===== config.mk =====
export PLATFORM = sky130hd
export DESIGN_NAME = mem_arbiter
export DESIGN_NICKNAME = d
export VERILOG_FILES = /design/src/rtl/mem_arbiter.sv
export SDC_FILE = /design/constraint.sdc
export NUM_CORES = 1
export LEC_CHECK = 0
export CORE_UTILIZATION = 45
export CTS_BUF_LIST = sky130_fd_sc_hd__clkbuf_4
export CTS_CLUSTER_DIAMETER = 60
export CTS_CLUSTER_SIZE = 10
export DETAILED_ROUTE_END_ITERATION = 8
export GPL_TIMING_DRIVEN = 1
export PLACE_DENSITY_LB_ADDON = 0.25
export SLEW_MARGIN = 20
export SYNTH_ARGS = -nofsm -noshare
export SYNTH_HDL_FRONTEND = slang
export SYNTH_SLANG_ARGS = --single-unit

===== constraint.sdc =====
create_clock -name CLK -period 7.1 [get_ports CLK]
set_clock_uncertainty 0.15 [all_clocks]
set_input_delay 1.065 -clock CLK [delete_from_list [all_inputs] [get_ports CLK]]
set_output_delay 1.065 -clock CLK [all_outputs]
set_load 0.05 [all_outputs]

===== src/rtl/mem_arbiter.sv =====
// mem_arbiter
//   Sequencer/arbiter for the single shared 32-bit memory port of the
//   multicycle RISC-V core. It serves instruction fetch (IF) and data
//   load/store (D), grants one requester at a time, and runs a fixed-latency
//   access (MEM_LAT cycles). When the access completes it returns read data
//   along with a one-cycle DONE pulse.
//
//   Parameter: MEM_LAT   memory read latency, 1..7 cycles
//   Macro:     ROUND_ROBIN_EN  when defined, contested requests alternate
//                              (a LAST register remembers the previous
//                              winner). When undefined, D has fixed
//                              priority over IF.
//
//   Ports:
//     CLK, RESET              clock (rising edge), async active-high reset
//     IF_REQ/IF_ADDR          fetch request (level) and address
//     IF_GNT/IF_DONE          fetch accepted / IF_RDATA valid (1-cycle pulses)
//     IF_RDATA                fetched word, held until the next IF_DONE
//     D_REQ/D_WE/D_ADDR/D_WDATA  data request, store flag, address, store data
//     D_GNT/D_DONE            data accepted / access complete (1-cycle pulses)
//     D_RDATA                 loaded word, unchanged by stores
//     MEM_ADDR/MEM_WDATA/MEM_WR  memory port, zero outside ACCESS
//     MEM_RDATA               memory read data, valid in last ACCESS cycle
//     BUSY                    high whenever not IDLE
//     OWNER                   current/last owner (0 = IF, 1 = D)
module mem_arbiter #(
    parameter int MEM_LAT = 2
) (
    input  logic        CLK,
    input  logic        RESET,
    input  logic        IF_REQ,
    input  logic [31:0] IF_ADDR,
    output logic        IF_GNT,
    output logic        IF_DONE,
    output logic [31:0] IF_RDATA,
    input  logic        D_REQ,
    input  logic        D_WE,
    input  logic [31:0] D_ADDR,
    input  logic [31:0] D_WDATA,
    output logic        D_GNT,
    output logic        D_DONE,
    output logic [31:0] D_RDATA,
    output logic [31:0] MEM_ADDR,
    output logic [31:0] MEM_WDATA,
    output logic        MEM_WR,
    input  logic [31:0] MEM_RDATA,
    output logic        BUSY,
    output logic        OWNER
);

    typedef enum logic [1:0] {IDLE, ACCESS, RESP} state_t;

    state_t      state_q, state_d;
    logic [2:0]  cnt_q;
    logic [31:0] addr_q, wdata_q;
    logic        we_q, owner_q;
    logic        if_gnt_q, d_gnt_q, if_done_q, d_done_q;
    logic [31:0] if_rdata_q, d_rdata_q;

    logic req_any, win_d, last_cyc, grant;

    assign req_any  = IF_REQ | D_REQ;
    assign last_cyc = (cnt_q == 3'(MEM_LAT - 1));
    assign grant    = (state_q == IDLE) && req_any;

`ifdef ROUND_ROBIN_EN
    // LAST: previous winner (1 = D). On contention the other port wins.
    logic last_q;
    always_ff @(posedge CLK or posedge RESET) begin
        if (RESET)      last_q <= 1'b1;
        else if (grant) last_q <= win_d;
    end
    assign win_d = (IF_REQ && D_REQ) ? ~last_q : D_REQ;
`else
    assign win_d = D_REQ;
`endif

    // State register
    always_ff @(posedge CLK or posedge RESET) begin
        if (RESET) state_q <= IDLE;
        else       state_q <= state_d;
    end

    // Next-state logic
    always_comb begin
        state_d = state_q;
        case (state_q)
            IDLE:    if (req_any)  state_d = ACCESS;
            ACCESS:  if (last_cyc) state_d = RESP;
            RESP:                  state_d = IDLE;
            default:               state_d = IDLE;
        endcase
    end

    // Request latches, latency counter, registered GNT/DONE and read data
    always_ff @(posedge CLK or posedge RESET) begin
        if (RESET) begin
            cnt_q      <= '0;
            addr_q     <= '0;
            wdata_q    <= '0;
            we_q       <= 1'b0;
            owner_q    <= 1'b0;
            if_gnt_q   <= 1'b0;
            d_gnt_q    <= 1'b0;
            if_done_q  <= 1'b0;
            d_done_q   <= 1'b0;
            if_rdata_q <= '0;
            d_rdata_q  <= '0;
        end else begin
            if_gnt_q  <= grant && !win_d;
            d_gnt_q   <= grant &&  win_d;
            if_done_q <= (state_q == ACCESS) && last_cyc && !owner_q;
            d_done_q  <= (state_q == ACCESS) && last_cyc &&  owner_q;
            if (grant) begin
                owner_q <= win_d;
                addr_q  <= win_d ? D_ADDR  : IF_ADDR;
                wdata_q <= win_d ? D_WDATA : 32'h0;   // fetches never write
                we_q    <= win_d & D_WE;
                cnt_q   <= '0;
            end else if (state_q == ACCESS) begin
                cnt_q <= cnt_q + 3'd1;
                if (last_cyc && !we_q) begin
                    if (owner_q) d_rdata_q  <= MEM_RDATA;
                    else         if_rdata_q <= MEM_RDATA;
                end
            end
        end
    end

    // Outputs. The GNT flop marks the first ACCESS cycle, which is the only
    // cycle carrying the write strobe.
    always_comb begin
        MEM_ADDR  = 32'h0;
        MEM_WDATA = 32'h0;
        MEM_WR    = 1'b0;
        if (state_q == ACCESS) begin
            MEM_ADDR  = addr_q;
            MEM_WDATA = wdata_q;
            MEM_WR    = we_q && (if_gnt_q || d_gnt_q);
        end
        BUSY     = (state_q != IDLE);
        OWNER    = owner_q;
        IF_GNT   = if_gnt_q;
        D_GNT    = d_gnt_q;
        IF_DONE  = if_done_q;
        D_DONE   = d_done_q;
        IF_RDATA = if_rdata_q;
        D_RDATA  = d_rdata_q;
    end

endmodule


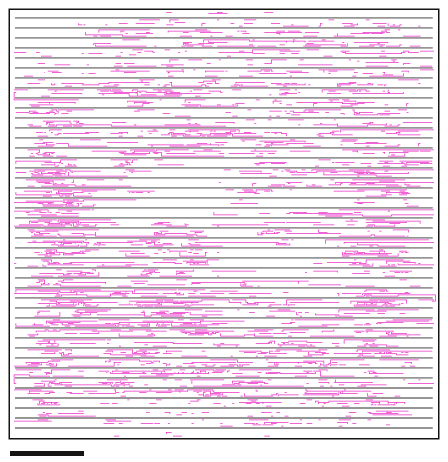
Figure 1: met1 routing.
Bar = 20 um. Supply wires on this layer in grey.
wire length on this layer: 6250 um
nets with wire on the layer: 703
longest straight run: 31.0 um

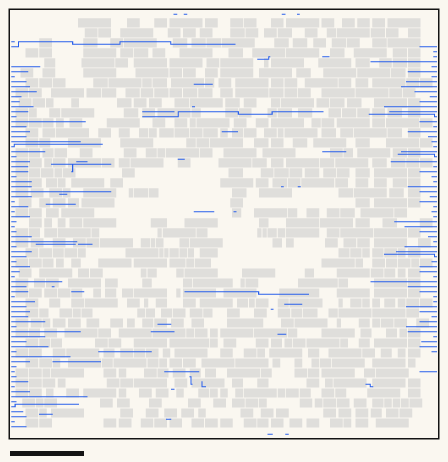
Figure 2: met3 routing.
Bar = 20 um.
nets with wire on the layer: 161
main direction: horizontal
longest straight run: 26.9 um
share of all routed wire: 6.8%
wire length on this layer: 1070 um

==> results.tsv <==
stage	metric	value	unit
yosys	async_flop_share	100.0	%
grt	use_met3	6.539	%
floorplan	core_area	12670	um2
clocking	cts_root_buf	clkbuf_4	
route	via_per_inst	5.306	
route	drc	0	
final_timing	fmax	256.5	MHz
layout	mi_logic_area	2206	um2
final_timing	tightest_slew	0.8118	ns
setup_path	critical_path_buf_inv_count	2	
power_and_ir_drop	p_per_area	561.9	nW/um2
setup_path	critPathKind	reg2out	
setup_path	r2r-start	state_q[1]$_DFFE_PP0P_	
power_and_ir_drop	swShare	48.13	%
clocking	cts_sinks	139	
flow_run	warning_count	27	
yosys	avgSynthCellArea	13.57	um2
yosys	ys_seq_share	59.06	%
power_and_ir_drop	powerComb	0.00313	W
layout	final_common_cell	clkdlybuf4s50_1	
route	wl_met2	8.028	mm
yosys	yosys.area.top_type_share	59.06	%
floorplan	fp.dieH	116.4	um
power_and_ir_drop	pg_seq	0.00137	W
layout	fillers	896	
status	status	completed	
yosys	floorplan.nets	569	
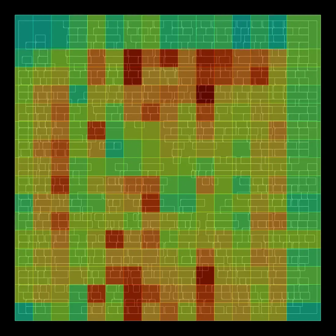
Figure 3: routing congestion.
gr usage total: 23.39%
WL/cell: 18.09 um
final core occ: 70.77%
grt met2 use: 40.67%
GRT met1 Usage: 27.13%

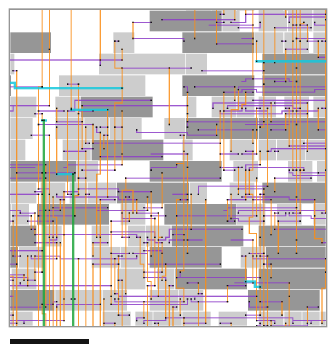
Figure 4: layout detail.
Bar = 10 um. Region (67, 9) to (107, 49) um. Cells in grey, sequential cells in the stronger grey; small squares are vias.
legend:
  metal 3:
    colour: cyan
  metal 4:
    colour: green
  metal 2:
    colour: orange
  metal 1:
    colour: purple
netlist names of flops here include: wdata_q (23), we_q (1)
sequential cells in the window: 24
cells with their middle in the window: 93
most frequent: dfrtp_1 (24), a22o_1 (21), and2_1 (20)

[cells by family after synthesis]
group                    Yosys count  share of synthesized area, %
flip-flops                       139                         59.06
buffers and inverters             42                         3.824
multiplexers                      64                         12.24
AND/OR/NAND/NOR                  115                         13.34
XOR/XNOR                           1                        0.1487
adder cells (fa/ha/maj)            2                        0.4248
AND-OR/OR-AND                     71                         10.96
[cell type report]
| cell class | instances | share of cell area (%) |
|---|---|---|
| tap | 172 | 2.400 |
| timing repair buffer | 275 | 30.74 |
| multi-input combinational | 253 | 24.60 |
| inverter | 3 | 0.1814 |
| sequential | 139 | 38.79 |
| clock buffer | 19 | 1.591 |
| clock inverter | 11 | 1.702 |
[flip-flops by register name, indices dropped and copies added (netlist names), 2 cells and up]
signal    cells
wdata_q      32
addr_q       32
cnt_q         3
IF_RDATA     32
D_RDATA      32
state_q       2
[per-stage QoR]
step	hold slack [ns]	area (um2)	worst slack [ns]
floorplan	0.3143	5889	2.160
global placement	0.3292	8638	3.299
detailed placement	0.3332	8641	3.457
CTS	0.3608	8936	2.862
global route	0.3703	8967	3.004
finish	0.3539	8967	3.202
[worst max path at each step]
stage                            from  depth (start not counted)                endpoint  slack [ns]
5_1_grt        state_q[0]$_DFFE_PP0P_                          4            MEM_WDATA[3]        3.00
3_3_place_gp                    D_REQ                          6  state_q[0]$_DFFE_PP0P_        3.30
2_1_floorplan                   RESET                          1        D_DONE$_DFF_PP0_        2.16
4_1_cts        state_q[0]$_DFFE_PP0P_                          3            MEM_WDATA[0]        2.86
3_5_place_dp   state_q[0]$_DFFE_PP0P_                          3            MEM_ADDR[24]        3.46
6_report       state_q[0]$_DFFE_PP0P_                          4           MEM_WDATA[21]        3.20
